`src/rtl/dmem_dump_ctrl_if.sv`:
```
// dmem_dump_ctrl_if: MEM-stage, debug-unit and data-memory signals of the dump controller
interface dmem_dump_ctrl_if #(
  parameter int NB_DATA     = 32,
  parameter int NB_MEM_ADDR = 7
);
  logic                   i_pipe_mem_read;
  logic                   i_pipe_mem_write;
  logic                   i_pipe_word_en;
  logic                   i_pipe_halfword_en;
  logic                   i_pipe_byte_en;
  logic [NB_MEM_ADDR-1:0] i_pipe_addr;
  logic [NB_DATA-1:0]     i_pipe_write_data;
  logic                   o_pipe_stall;
  logic                   i_dbg_dump_start;
  logic                   i_dbg_halted;
  logic                   i_dbg_ready;
  logic [NB_DATA-1:0]     o_dbg_data;
  logic                   o_dbg_valid;
  logic                   o_dbg_busy;
  logic                   o_dbg_done;
  logic                   o_mem_read;
  logic                   o_mem_write;
  logic                   o_mem_word_en;
  logic                   o_mem_halfword_en;
  logic                   o_mem_byte_en;
  logic [NB_MEM_ADDR-1:0] o_mem_addr;
  logic [NB_DATA-1:0]     o_mem_write_data;
  logic [NB_DATA-1:0]     i_mem_read_data;
  modport slave (
    input  i_pipe_mem_read, i_pipe_mem_write, i_pipe_word_en, i_pipe_halfword_en, i_pipe_byte_en,
    input  i_pipe_addr, i_pipe_write_data, i_dbg_dump_start, i_dbg_halted, i_dbg_ready, i_mem_read_data,
    output o_pipe_stall, o_dbg_data, o_dbg_valid, o_dbg_busy, o_dbg_done,
    output o_mem_read, o_mem_write, o_mem_word_en, o_mem_halfword_en, o_mem_byte_en, o_mem_addr, o_mem_write_data
  );
  modport master (
    output i_pipe_mem_read, i_pipe_mem_write, i_pipe_word_en, i_pipe_halfword_en, i_pipe_byte_en,
    output i_pipe_addr, i_pipe_write_data, i_dbg_dump_start, i_dbg_halted, i_dbg_ready, i_mem_read_data,
    input  o_pipe_stall, o_dbg_data, o_dbg_valid, o_dbg_busy, o_dbg_done,
    input  o_mem_read, o_mem_write, o_mem_word_en, o_mem_halfword_en, o_mem_byte_en, o_mem_addr, o_mem_write_data
  );
endinterface

```
`src/rtl/dmem_dump_ctrl.sv`:
```
// dmem_dump_ctrl: data-memory port arbiter that passes MEM-stage accesses or dumps all words to the debug unit
module dmem_dump_ctrl #(
  parameter int NB_DATA     = 32,
  parameter int NB_MEM_ADDR = 7,
  parameter int N_WORDS     = 32
) (
  input logic            i_clock,
  input logic            i_reset,
  dmem_dump_ctrl_if.slave bus
);
  localparam int NB_IDX = $clog2(N_WORDS);
  typedef enum logic [2:0] {IDLE, ISSUE, CAPTURE, SEND, DONE} state_t;
  state_t              state_q, state_d;
  logic [NB_IDX-1:0]   index_q, index_d;
  logic [NB_DATA-1:0]  data_q, data_d;
  logic                idle;
  // state, word index and captured word
  always_ff @(posedge i_clock or posedge i_reset) begin
    if (i_reset) begin
      state_q <= IDLE;
      index_q <= '0;
      data_q  <= '0;
    end else begin
      state_q <= state_d;
      index_q <= index_d;
      data_q  <= data_d;
    end
  end
  // next state and index; the captured word only changes in CAPTURE
  always_comb begin
    state_d = state_q;
    index_d = index_q;
    data_d  = data_q;
    case (state_q)
      IDLE: if (bus.i_dbg_dump_start && bus.i_dbg_halted) begin
        index_d = '0;
        state_d = ISSUE;
      end
      ISSUE: state_d = CAPTURE;
      CAPTURE: begin
        data_d  = bus.i_mem_read_data;
        state_d = SEND;
      end
      SEND: if (bus.i_dbg_ready) begin
        state_d = (index_q == NB_IDX'(N_WORDS - 1)) ? DONE : ISSUE;
        index_d = (index_q == NB_IDX'(N_WORDS - 1)) ? index_q : index_q + 1'b1;
      end
      default: state_d = IDLE;
    endcase
  end
  // memory port mux: MEM stage in IDLE, word reads of the dump in ISSUE, otherwise quiet
  always_comb begin
    idle                   = state_q == IDLE;
    bus.o_mem_read         = idle ? bus.i_pipe_mem_read : state_q == ISSUE;
    bus.o_mem_write        = idle & bus.i_pipe_mem_write;
    bus.o_mem_word_en      = idle ? bus.i_pipe_word_en : state_q == ISSUE;
    bus.o_mem_halfword_en  = idle & bus.i_pipe_halfword_en;
    bus.o_mem_byte_en      = idle & bus.i_pipe_byte_en;
    bus.o_mem_addr         = idle ? bus.i_pipe_addr : NB_MEM_ADDR'(index_q) << 2;
    bus.o_mem_write_data   = idle ? bus.i_pipe_write_data : '0;
    bus.o_pipe_stall       = !idle & (bus.i_pipe_mem_read | bus.i_pipe_mem_write);
    bus.o_dbg_data         = data_q;
    bus.o_dbg_valid        = state_q == SEND;
    bus.o_dbg_busy         = state_q == ISSUE || state_q == CAPTURE || state_q == SEND;
    bus.o_dbg_done         = state_q == DONE;
  end
endmodule

```
`src/flat_wrapper.sv`:
```
// flat-port wrapper written by rule: the top's interface ports become plain ports
module dmem_dump_ctrl_flat 
#(
  parameter int NB_DATA     = 32,
  parameter int NB_MEM_ADDR = 7,
  parameter int N_WORDS     = 32
)
  (i_clock, i_reset, bus_i_pipe_mem_read, bus_i_pipe_mem_write, bus_i_pipe_word_en, bus_i_pipe_halfword_en, bus_i_pipe_byte_en, bus_i_pipe_addr, bus_i_pipe_write_data, bus_i_dbg_dump_start, bus_i_dbg_halted, bus_i_dbg_ready, bus_i_mem_read_data, bus_o_pipe_stall, bus_o_dbg_data, bus_o_dbg_valid, bus_o_dbg_busy, bus_o_dbg_done, bus_o_mem_read, bus_o_mem_write, bus_o_mem_word_en, bus_o_mem_halfword_en, bus_o_mem_byte_en, bus_o_mem_addr, bus_o_mem_write_data);
  dmem_dump_ctrl_if #(.NB_DATA(NB_DATA), .NB_MEM_ADDR(NB_MEM_ADDR)) bus_i ();
  input logic i_clock;
  input logic i_reset;
  input wire logic [$bits(bus_i.i_pipe_mem_read)-1:0] bus_i_pipe_mem_read;
  input wire logic [$bits(bus_i.i_pipe_mem_write)-1:0] bus_i_pipe_mem_write;
  input wire logic [$bits(bus_i.i_pipe_word_en)-1:0] bus_i_pipe_word_en;
  input wire logic [$bits(bus_i.i_pipe_halfword_en)-1:0] bus_i_pipe_halfword_en;
  input wire logic [$bits(bus_i.i_pipe_byte_en)-1:0] bus_i_pipe_byte_en;
  input wire logic [$bits(bus_i.i_pipe_addr)-1:0] bus_i_pipe_addr;
  input wire logic [$bits(bus_i.i_pipe_write_data)-1:0] bus_i_pipe_write_data;
  input wire logic [$bits(bus_i.i_dbg_dump_start)-1:0] bus_i_dbg_dump_start;
  input wire logic [$bits(bus_i.i_dbg_halted)-1:0] bus_i_dbg_halted;
  input wire logic [$bits(bus_i.i_dbg_ready)-1:0] bus_i_dbg_ready;
  input wire logic [$bits(bus_i.i_mem_read_data)-1:0] bus_i_mem_read_data;
  output wire logic [$bits(bus_i.o_pipe_stall)-1:0] bus_o_pipe_stall;
  output wire logic [$bits(bus_i.o_dbg_data)-1:0] bus_o_dbg_data;
  output wire logic [$bits(bus_i.o_dbg_valid)-1:0] bus_o_dbg_valid;
  output wire logic [$bits(bus_i.o_dbg_busy)-1:0] bus_o_dbg_busy;
  output wire logic [$bits(bus_i.o_dbg_done)-1:0] bus_o_dbg_done;
  output wire logic [$bits(bus_i.o_mem_read)-1:0] bus_o_mem_read;
  output wire logic [$bits(bus_i.o_mem_write)-1:0] bus_o_mem_write;
  output wire logic [$bits(bus_i.o_mem_word_en)-1:0] bus_o_mem_word_en;
  output wire logic [$bits(bus_i.o_mem_halfword_en)-1:0] bus_o_mem_halfword_en;
  output wire logic [$bits(bus_i.o_mem_byte_en)-1:0] bus_o_mem_byte_en;
  output wire logic [$bits(bus_i.o_mem_addr)-1:0] bus_o_mem_addr;
  output wire logic [$bits(bus_i.o_mem_write_data)-1:0] bus_o_mem_write_data;
  assign bus_i.i_pipe_mem_read = bus_i_pipe_mem_read;
  assign bus_i.i_pipe_mem_write = bus_i_pipe_mem_write;
  assign bus_i.i_pipe_word_en = bus_i_pipe_word_en;
  assign bus_i.i_pipe_halfword_en = bus_i_pipe_halfword_en;
  assign bus_i.i_pipe_byte_en = bus_i_pipe_byte_en;
  assign bus_i.i_pipe_addr = bus_i_pipe_addr;
  assign bus_i.i_pipe_write_data = bus_i_pipe_write_data;
  assign bus_i.i_dbg_dump_start = bus_i_dbg_dump_start;
  assign bus_i.i_dbg_halted = bus_i_dbg_halted;
  assign bus_i.i_dbg_ready = bus_i_dbg_ready;
  assign bus_i.i_mem_read_data = bus_i_mem_read_data;
  assign bus_o_pipe_stall = bus_i.o_pipe_stall;
  assign bus_o_dbg_data = bus_i.o_dbg_data;
  assign bus_o_dbg_valid = bus_i.o_dbg_valid;
  assign bus_o_dbg_busy = bus_i.o_dbg_busy;
  assign bus_o_dbg_done = bus_i.o_dbg_done;
  assign bus_o_mem_read = bus_i.o_mem_read;
  assign bus_o_mem_write = bus_i.o_mem_write;
  assign bus_o_mem_word_en = bus_i.o_mem_word_en;
  assign bus_o_mem_halfword_en = bus_i.o_mem_halfword_en;
  assign bus_o_mem_byte_en = bus_i.o_mem_byte_en;
  assign bus_o_mem_addr = bus_i.o_mem_addr;
  assign bus_o_mem_write_data = bus_i.o_mem_write_data;
  dmem_dump_ctrl #(.NB_DATA(NB_DATA), .NB_MEM_ADDR(NB_MEM_ADDR), .N_WORDS(N_WORDS)) u_core (.i_clock(i_clock), .i_reset(i_reset), .bus(bus_i));
endmodule
```
`config.mk`:
```
export PLATFORM = sky130hd
export DESIGN_NAME = dmem_dump_ctrl_flat
export DESIGN_NICKNAME = d
export VERILOG_FILES = /design/src/rtl/dmem_dump_ctrl_if.sv /design/src/rtl/dmem_dump_ctrl.sv /design/src/flat_wrapper.sv
export SDC_FILE = /design/constraint.sdc
export NUM_CORES = 1
export LEC_CHECK = 0
export CORE_ASPECT_RATIO = 1.5
export CORE_MARGIN = 2
export CORE_UTILIZATION = 30
export CTS_CLUSTER_DIAMETER = 60
export DETAILED_ROUTE_END_ITERATION = 6
export PLACE_DENSITY = 0.83
export SLEW_MARGIN = 0
export SYNTH_ARGS = -nofsm -noshare
export SYNTH_HDL_FRONTEND = slang
export SYNTH_SLANG_ARGS = --single-unit
```
`constraint.sdc`:
```
create_clock -name i_clock -period 1.62 [get_ports i_clock]
set_input_delay 0.486 -clock i_clock [delete_from_list [all_inputs] [get_ports i_clock]]
set_output_delay 0.486 -clock i_clock [all_outputs]
set_load 0.005 [all_outputs]
```
==> run_1/registers.png <==
Drawn at 3 px/micron.
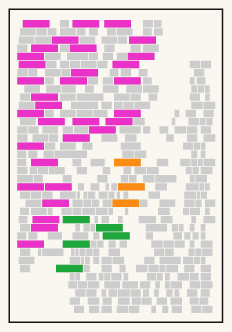
name in the netlist	color	flops
u_core.bus.o_dbg_data	magenta	32
u_core.state_q	orange	3
u_core.index_q	green	5

==> run_1/zoom.png <==
Window x 23 to 48, y 19 to 44 microns. Cells in gray, sequential cells in the stronger gray; small squares are vias.
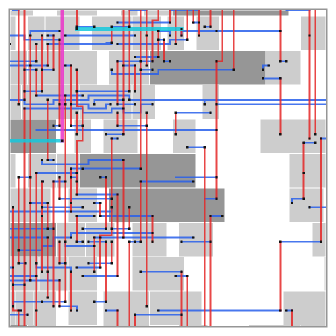
layer	color
met4	magenta
met3	cyan
met2	red
met1	blue
cells with their middle in the window	40
sequential cells in the window	3
netlist names of flops here include	u_core.index_q (2), u_core.state_q (1)
most frequent	buf_4 (8), a31oi_1 (4), dfrtp_1 (3)

==> run notes, run 1 <==
yosys + openroad results -> fraction of area in registers=a little under a quarter, sum of negative setup slack=-17390 ps, PnR worst setup slack=-458 ps, failing checks=setup timing, Die Span X=70.6 microns, CP most frequent cell=buf_12, fa+ha+maj area frac=under 10%, Non-Clock Buffer Count=199, Flops after synth=40, Root Driver=clkbuf_8, status=finished, violations left, worst path cell trace=nor3_4, buf_12, buf_12, mux2_4, buf_6, Starting DRT DRC Count=around 65, Tap Count=between 70 and 80, period utilization=128%, yosys stat area=0.00199 sq mm, Final ANT Viol Nets=0, XOR Share, Synth=0%, grt total ovfl=0, fraction of area in multi-input gates=25.9%, endpoints failing setup=80
==> run_1/final_congestion.png <==
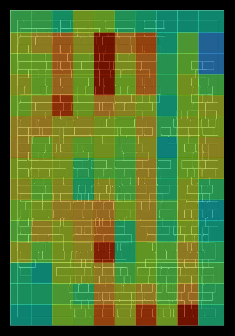
total track usage: 17.7%
Core Util, Final: 65.4%

run 1: worst paths after layout:
kind | startpoint | to | slack (ps) | cells past startpoint
max reg2reg | u_core.state_q[0] | u_core.bus.o_dbg_data[3] | -110 | 7
max in group asynchronous | i_reset | u_core.bus.o_dbg_data[1] | 880 | 3
min in group asynchronous | i_reset | u_core.bus.o_dbg_data[31] | 540 | 3
max | u_core.state_q[1] | bus_o_mem_addr[4] | -460 | 5
min | u_core.bus.o_dbg_data[1] | u_core.bus.o_dbg_data[1] | 510 | 1
min reg2reg | u_core.bus.o_dbg_data[1] | u_core.bus.o_dbg_data[1] | 510 | 1
run 1: routing by layer:
metal  global-route usage [%]  vias to the layer above
li1                         -                      961
met1                     17.7                      975
met2                     34.0                      100
met3                     5.52                        9
met4                     5.12                        0
met5                        0                        -
==> run 1 -> run 2 <==
PLACE_DENSITY = 0.78   (was 0.83)
==> run_2/pins.png <==
Drawn at 4 px/micron. Pins as bars across the die edge, other pins in gray.
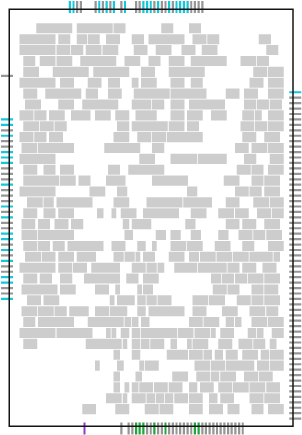
port	color	pins	direction	edge
i_reset	purple	1	input	south
bus_i_pipe_addr	green	7	input	south
bus_i_mem_read_data	cyan	32	input	16 west, 15 north, 1 east
Die Span X: 70.6 microns
port bufs: 160

==> run 2 against run 1 <==
  * The flow still finishes with violations (setup timing)
  * Sequential share of layout area is 0.45 points higher
  * Sequential power is 2% lower
  * Non-clock buffer count is 3 lower
  * Largest cell class unchanged
==> run notes, run 2 <==
yosys + openroad results -> PnR worst setup slack=-476 ps (was -458 ps), Max Cap Viol=0 (unchanged), met2 usage=36.5% (was 34.0%), M1 GR Usage=17.1% (was 17.7%), crit-path max FO=5 (was 4), Gate Area=0.00101 sq mm (was 0.00110 sq mm), startpoint types=flip-flop (unchanged), fa+ha+maj area frac=1.25% (unchanged), Final ANT Viol Nets=0 (unchanged), reg2reg path depth=6 (was 7), postcts setup bufs=21 (was 20), Worst path depth=5 (unchanged), crit path from=u_core.state_q[2] (was u_core.state_q[1]), maximum vdd ir drop=0.000961 V (was 0.00110 V), XOR Share, Synth=0% (unchanged), worst reg2reg endpoint=u_core.bus.o_dbg_data[18] (was u_core.bus.o_dbg_data[3]), Layout Nets=445 (was 448), Starting DRT DRC Count=24 (was 65), CP most frequent cell=buf_6 (was buf_12), period utilization=129% (was 128%), worst setup path end=bus_o_mem_addr[5] (was bus_o_mem_addr[4]), Core Util, Final=64.2% (was 65.4%), Tap Count=76 (unchanged), metal2 WL=3890 microns (was 4030 microns), met3 routed wirelength=602 microns (was 580 microns), grt total ovfl=0 (unchanged), antenna fix cells=0 (unchanged), status=finished, violations left (unchanged), failing checks=setup timing (unchanged), endpoints failing setup=80 (unchanged), Root Driver=clkbuf_8 (unchanged), leading area contributor after synthesis=dfrtp_1 (unchanged), Worst R2R Start=u_core.state_q[2] (was u_core.state_q[0]), top layer in use=met4 (unchanged), yosys stat area=0.00199 sq mm (unchanged), share of total power in combinational logic=58.1% (was 60.3%), fraction of area in multi-input gates=24.3% (was 25.9%), fraction of area in registers=24.1% (was 23.6%), Flops after synth=40 (unchanged)
==> run_2/final_congestion.png <==
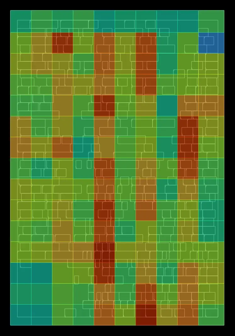
met3 global-route usage: 5.33%
GRT busiest layer: met2
total track usage: 18.2%

[run 2: cell counts after synthesis]
Identical to the previous run, type by type.
[run 2: per-stage QoR]
step | TNS [ps] | setup WS, ps | cell area, sq um | power [W]
after floorplan | -22.9 | -11.4 | 2010 | 0.00312
after global placement | -19670 | -615 | 3790 | 0.00495
after detailed placement | -20330 | -646 | 3790 | 0.00505
after CTS | -27590 | -474 | 3990 | 0.00573
after global routing | -26860 | -534 | 4160 | 0.00623
final | -21590 | -476 | 4160 | 0.00582
[run 2: power by group through the flow]
stage	Clock [W]	Combinational [W]	Sequential (W)
2_1_floorplan	0	0.00135	0.00177
6_report	0.000709	0.00338	0.00173
4_1_cts	0.000730	0.00327	0.00173
3_3_place_gp	0	0.00321	0.00173
5_1_grt	0.000769	0.00366	0.00180
3_5_place_dp	0	0.00328	0.00177
Power figures rest on the tool's default switching activity, not on a simulated workload.
